--- config.mk ---
export PLATFORM = sky130hd
export DESIGN_NAME = dds_melody_seq_flat
export DESIGN_NICKNAME = d
export VERILOG_FILES = /design/src/rtl/dds_melody_seq_if.sv /design/src/rtl/dds_melody_seq.sv /design/src/flat_wrapper.sv
export SDC_FILE = /design/constraint.sdc
export NUM_CORES = 1
export LEC_CHECK = 0
export CAP_MARGIN = 10
export CORE_ASPECT_RATIO = 1.1
export CORE_MARGIN = 2
export CORE_UTILIZATION = 35
export CTS_CLUSTER_DIAMETER = 30
export DETAILED_ROUTE_END_ITERATION = 10
export PLACE_DENSITY = 0.59
export SYNTH_ARGS = -nofsm -noshare
export SYNTH_HDL_FRONTEND = slang
export SYNTH_SLANG_ARGS = --single-unit
--- constraint.sdc ---
create_clock -name clk -period 4.95 [get_ports clk]
set_clock_uncertainty 0.05 [all_clocks]
set_input_delay 0.7425 -clock clk [delete_from_list [all_inputs] [get_ports clk]]
set_output_delay 0.7425 -clock clk [all_outputs]
set_load 0.05 [all_outputs]
--- src/rtl/dds_melody_seq_if.sv ---
// rtl/dds_melody_seq_if.sv - control/status bundle between upper control and the melody sequencer
//
// Purpose: groups the table-write port, playback controls and the note/status
// outputs of dds_melody_seq into one interface.
// Signals:
//   wr_en, wr_addr, wr_note, wr_dur : table write port (controller -> sequencer)
//   start, stop, loop               : playback controls (controller -> sequencer)
//   note_bin, note_valid            : note code and sounding flag (sequencer -> dds)
//   busy, done, step                : playback status (sequencer -> controller)
// Modports: master = controller side, slave = sequencer side.

interface dds_melody_seq_if #(
    parameter int SEQ_LEN = 8
);
    localparam int AW = $clog2(SEQ_LEN);

    logic          wr_en;
    logic [AW-1:0] wr_addr;
    logic [2:0]    wr_note;
    logic [3:0]    wr_dur;
    logic          start;
    logic          stop;
    logic          loop;
    logic [2:0]    note_bin;
    logic          note_valid;
    logic          busy;
    logic          done;
    logic [AW-1:0] step;

    modport master (
        output wr_en, wr_addr, wr_note, wr_dur, start, stop, loop,
        input  note_bin, note_valid, busy, done, step
    );

    modport slave (
        input  wr_en, wr_addr, wr_note, wr_dur, start, stop, loop,
        output note_bin, note_valid, busy, done, step
    );
endinterface

--- src/rtl/dds_melody_seq.sv ---
// rtl/dds_melody_seq.sv - melody sequencer feeding note codes to the dds tone generator
//
// Purpose: plays a table of SEQ_LEN (note, duration) entries. Each note is held
// for dur beat ticks of TICK_DIV clk cycles. A duration of 0 marks end of melody.
// Supports start/stop, optional looping and a one-cycle done pulse.
// Ports:
//   clk  : system clock, rising edge
//   rst  : asynchronous active-low reset
//   bus  : dds_melody_seq_if.slave (table write, start/stop/loop, note/status outputs)
// Configuration macro: DDS_SEQ_GAP_EN - when defined, a muted GAP of GAP_TICKS
//   ticks follows every note; when undefined notes are legato with a 1-cycle
//   fetch bubble and GAP_TICKS is not used.

module dds_melody_seq #(
    parameter int TICK_DIV  = 1000,
    parameter int SEQ_LEN   = 8,
    parameter int GAP_TICKS = 1
) (
    input  logic                  clk,
    input  logic                  rst,
    dds_melody_seq_if.slave       bus
);
    localparam int AW = $clog2(SEQ_LEN);
    localparam int CW = $clog2(TICK_DIV);
    localparam logic [CW-1:0] TICK_LAST = CW'(TICK_DIV - 1);
    localparam logic [AW-1:0] STEP_LAST = AW'(SEQ_LEN - 1);

    typedef enum logic [2:0] {
        S_IDLE,
        S_FETCH,
        S_PLAY,
`ifdef DDS_SEQ_GAP_EN
        S_GAP,
`endif
        S_DONE
    } state_t;

    state_t        state;
    logic [CW-1:0] tick_cnt;
    logic [3:0]    remaining;
    logic [AW-1:0] step_q;
    logic [2:0]    note_q;
    logic          valid_q;
    logic          busy_q;
    logic          done_q;

    // Table storage is not reset; contents are undefined until written.
    logic [6:0]    table_q [SEQ_LEN];
    logic [6:0]    entry;
    logic [2:0]    entry_note;
    logic [3:0]    entry_dur;

    logic          tick;
    logic          advance;
    logic          fetch_zero;
    logic          at_end;
    logic          restart;
    logic          finish;

`ifdef DDS_SEQ_GAP_EN
    localparam logic [15:0] GAP_INIT = 16'(GAP_TICKS);
    logic [15:0]   gap_cnt;
`endif

    assign entry      = table_q[step_q];
    assign entry_note = entry[6:4];
    assign entry_dur  = entry[3:0];

    always_ff @(posedge clk) begin
        if (state == S_IDLE && bus.wr_en) begin
            table_q[bus.wr_addr] <= {bus.wr_note, bus.wr_dur};
        end
    end

    // Segment bookkeeping: "advance" fires on the last tick of the segment
    // that ends a note (PLAY when legato, GAP otherwise). "at_end" is the END
    // decision, which takes no cycle of its own.
    always_comb begin
        tick       = (tick_cnt == TICK_LAST);
`ifdef DDS_SEQ_GAP_EN
        advance    = (state == S_GAP) && tick && (gap_cnt == 16'd1);
`else
        advance    = (state == S_PLAY) && tick && (remaining == 4'd1);
`endif
        fetch_zero = (state == S_FETCH) && (entry_dur == 4'd0);
        at_end     = fetch_zero || (advance && step_q == STEP_LAST);
        // An empty entry 0 would spin forever when looping, so it always finishes.
        restart    = at_end && bus.loop && (step_q != '0);
        finish     = at_end && !restart;
    end

    always_ff @(posedge clk or negedge rst) begin
        if (!rst) begin
            state     <= S_IDLE;
            tick_cnt  <= '0;
            remaining <= '0;
            step_q    <= '0;
            note_q    <= '0;
            valid_q   <= 1'b0;
            busy_q    <= 1'b0;
            done_q    <= 1'b0;
`ifdef DDS_SEQ_GAP_EN
            gap_cnt   <= '0;
`endif
        end else begin
            done_q <= 1'b0;
            if (bus.stop && state != S_IDLE) begin
                state    <= S_IDLE;
                note_q   <= '0;
                valid_q  <= 1'b0;
                busy_q   <= 1'b0;
                step_q   <= '0;
                tick_cnt <= '0;
            end else if (finish) begin
                state    <= S_DONE;
                valid_q  <= 1'b0;
                done_q   <= 1'b1;
            end else if (restart) begin
                state    <= S_FETCH;
                step_q   <= '0;
                valid_q  <= 1'b0;
                tick_cnt <= '0;
            end else if (advance) begin
                state    <= S_FETCH;
                step_q   <= step_q + 1'b1;
                valid_q  <= 1'b0;
                tick_cnt <= '0;
            end else begin
                case (state)
                    S_IDLE: begin
                        if (bus.start && !bus.stop) begin
                            state    <= S_FETCH;
                            step_q   <= '0;
                            busy_q   <= 1'b1;
                            tick_cnt <= '0;
                        end
                    end
                    S_FETCH: begin
                        // dur==0 is taken by the END decision above.
                        state     <= S_PLAY;
                        note_q    <= entry_note;
                        valid_q   <= 1'b1;
                        remaining <= entry_dur;
                        tick_cnt  <= '0;
                    end
                    S_PLAY: begin
                        tick_cnt <= tick ? '0 : tick_cnt + 1'b1;
                        if (tick) begin
                            remaining <= remaining - 1'b1;
`ifdef DDS_SEQ_GAP_EN
                            if (remaining == 4'd1) begin
                                state   <= S_GAP;
                                valid_q <= 1'b0;
                                gap_cnt <= GAP_INIT;
                            end
`endif
                        end
                    end
`ifdef DDS_SEQ_GAP_EN
                    S_GAP: begin
                        // Tick phase carries over from PLAY without clearing.
                        tick_cnt <= tick ? '0 : tick_cnt + 1'b1;
                        if (tick) begin
                            gap_cnt <= gap_cnt - 1'b1;
                        end
                    end
`endif
                    S_DONE: begin
                        state  <= S_IDLE;
                        busy_q <= 1'b0;
                    end
                    default: begin
                        state  <= S_IDLE;
                        busy_q <= 1'b0;
                    end
                endcase
            end
        end
    end

    assign bus.note_bin   = note_q;
    assign bus.note_valid = valid_q;
    assign bus.busy       = busy_q;
    assign bus.done       = done_q;
    assign bus.step       = step_q;
endmodule
--- src/flat_wrapper.sv ---
// flat-port wrapper written by rule: the top's interface ports become plain ports
module dds_melody_seq_flat 
#(
    parameter int TICK_DIV  = 1000,
    parameter int SEQ_LEN   = 8,
    parameter int GAP_TICKS = 1
)
  (clk, rst, bus_wr_en, bus_wr_addr, bus_wr_note, bus_wr_dur, bus_start, bus_stop, bus_loop, bus_note_bin, bus_note_valid, bus_busy, bus_done, bus_step);
  dds_melody_seq_if #(.SEQ_LEN(SEQ_LEN)) bus_i ();
  input  logic clk;
  input  logic rst;
  input wire logic [$bits(bus_i.wr_en)-1:0] bus_wr_en;
  input wire logic [$bits(bus_i.wr_addr)-1:0] bus_wr_addr;
  input wire logic [$bits(bus_i.wr_note)-1:0] bus_wr_note;
  input wire logic [$bits(bus_i.wr_dur)-1:0] bus_wr_dur;
  input wire logic [$bits(bus_i.start)-1:0] bus_start;
  input wire logic [$bits(bus_i.stop)-1:0] bus_stop;
  input wire logic [$bits(bus_i.loop)-1:0] bus_loop;
  output wire logic [$bits(bus_i.note_bin)-1:0] bus_note_bin;
  output wire logic [$bits(bus_i.note_valid)-1:0] bus_note_valid;
  output wire logic [$bits(bus_i.busy)-1:0] bus_busy;
  output wire logic [$bits(bus_i.done)-1:0] bus_done;
  output wire logic [$bits(bus_i.step)-1:0] bus_step;
  assign bus_i.wr_en = bus_wr_en;
  assign bus_i.wr_addr = bus_wr_addr;
  assign bus_i.wr_note = bus_wr_note;
  assign bus_i.wr_dur = bus_wr_dur;
  assign bus_i.start = bus_start;
  assign bus_i.stop = bus_stop;
  assign bus_i.loop = bus_loop;
  assign bus_note_bin = bus_i.note_bin;
  assign bus_note_valid = bus_i.note_valid;
  assign bus_busy = bus_i.busy;
  assign bus_done = bus_i.done;
  assign bus_step = bus_i.step;
  dds_melody_seq #(.TICK_DIV(TICK_DIV), .SEQ_LEN(SEQ_LEN), .GAP_TICKS(GAP_TICKS)) u_core (.clk(clk), .rst(rst), .bus(bus_i));
endmodule
==> GITHUB_STEP_SUMMARY <==
## Synthesis and layout report

| Metric | Value |
|---|---|
| Number of enable flip-flop cells | `56` |
| Placed Instances | `461` |
| Sequential share of power | `0.434` |
| Relative slew slack | `0.390` |
| Count leader, synth | `edfxtp_1` |
| Biggest Area Class | `registers` |
| Met3 GRT Util | `0.0321` |
| CTS Sinks | `81` |
| Sequential cell area share | `0.497` |
| Max stage delay on crit path | `0.66 ns` |
| FF-to-FF setup slack | `1.69 ns` |
| Pwr dens | `410 mW/mm^2` |
| Critical path's slowest cell | `nor2_1` |
| Number of flip-flops in the largest register | `56` |
| Latency at later pin | `0.33 ns` |
| Top Layout Cells | `56 x edfxtp_1, 25 x dfrtp_1, 24 x clkdlybuf4s50_1, 22 x nand2_1, 14 x inv_1` |
| Fmax | `307 MHz` |
| Status | `complete, no violations` |
| Syn Std Cell Area | `0.00396 mm^2` |
| Number of nets with antenna violations after routing | `0` |
| Place WS | `1.65 ns` |
| Clock share of power | `0.332` |
| Critical path, cell by cell | `inv_1 -> ha_1 -> nand4bb_1 -> nor4_2 -> nand2_1 -> nor2_1 -> o41ai_1 -> a22o_1` |
| Crit share post-route | `0.658` |
| Layout cell share with drive strength beyond 1 | `0.127` |
| Clock Buffer Count | `11` |
| WL final | `8040 um` |
| Seq. pwr | `826 uW` |
| # Cells Yosys | `294` |
| Peak supply drop | `0.167 mV` |
| CTS root buffer | `clkbuf_16` |
| Hpwl dp | `5570 um` |
| Final net count | `351` |
| Tmin final | `3.26 ns` |
| Max Root-Sink Buffers | `2` |
| RR Endpoint | `u_core.tick_cnt[6]$_DFFE_PN0P_` |
| Worst slew pin tran | `0.915 ns` |
| Final Wtd Congestion | `0.741` |
| Sw power | `583 uW` |
Cell outlines without signal wires:
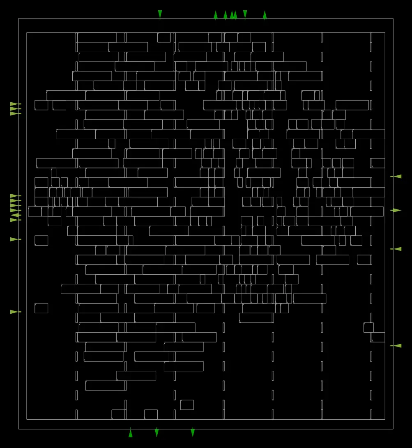
fillers: 999
sequential cell count: 81
CORE AREA: 0.0110 mm^2
Rows: 40

Drive-strength map:
Drawn at 4 px/um.
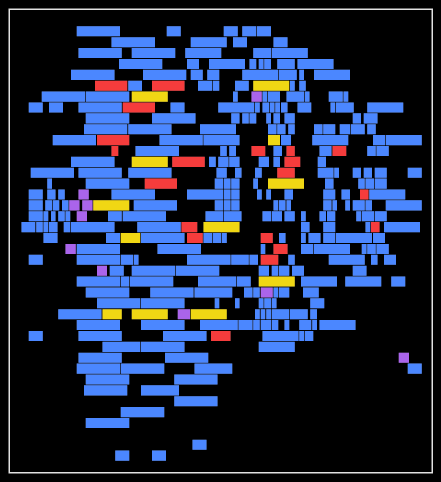
drive 3 to 4 -> purple  # cells 10
drive 2 -> red  # cells 20
drive 1 or less -> blue  # cells 288
drive 6 and up -> yellow  # cells 12
Area Growth Syn to Fin: 17.3%
Signal buffers: 31
fin area: 0.00464 mm^2

Pin map:
Drawn at 4 px/um. Pins as bars across the die edge, other pins in grey.
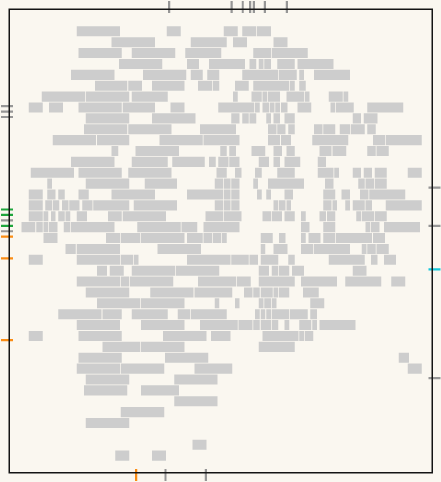
bus_wr_addr -> green  # pins 3, direction input, edge left
bus_loop -> cyan  # pins 1, direction input, edge right
bus_wr_dur -> orange  # pins 4, direction input, edge 3 left, 1 bottom
chip width: 105 um
die height: 115 um

Power is estimated from default activity; no workload was simulated.
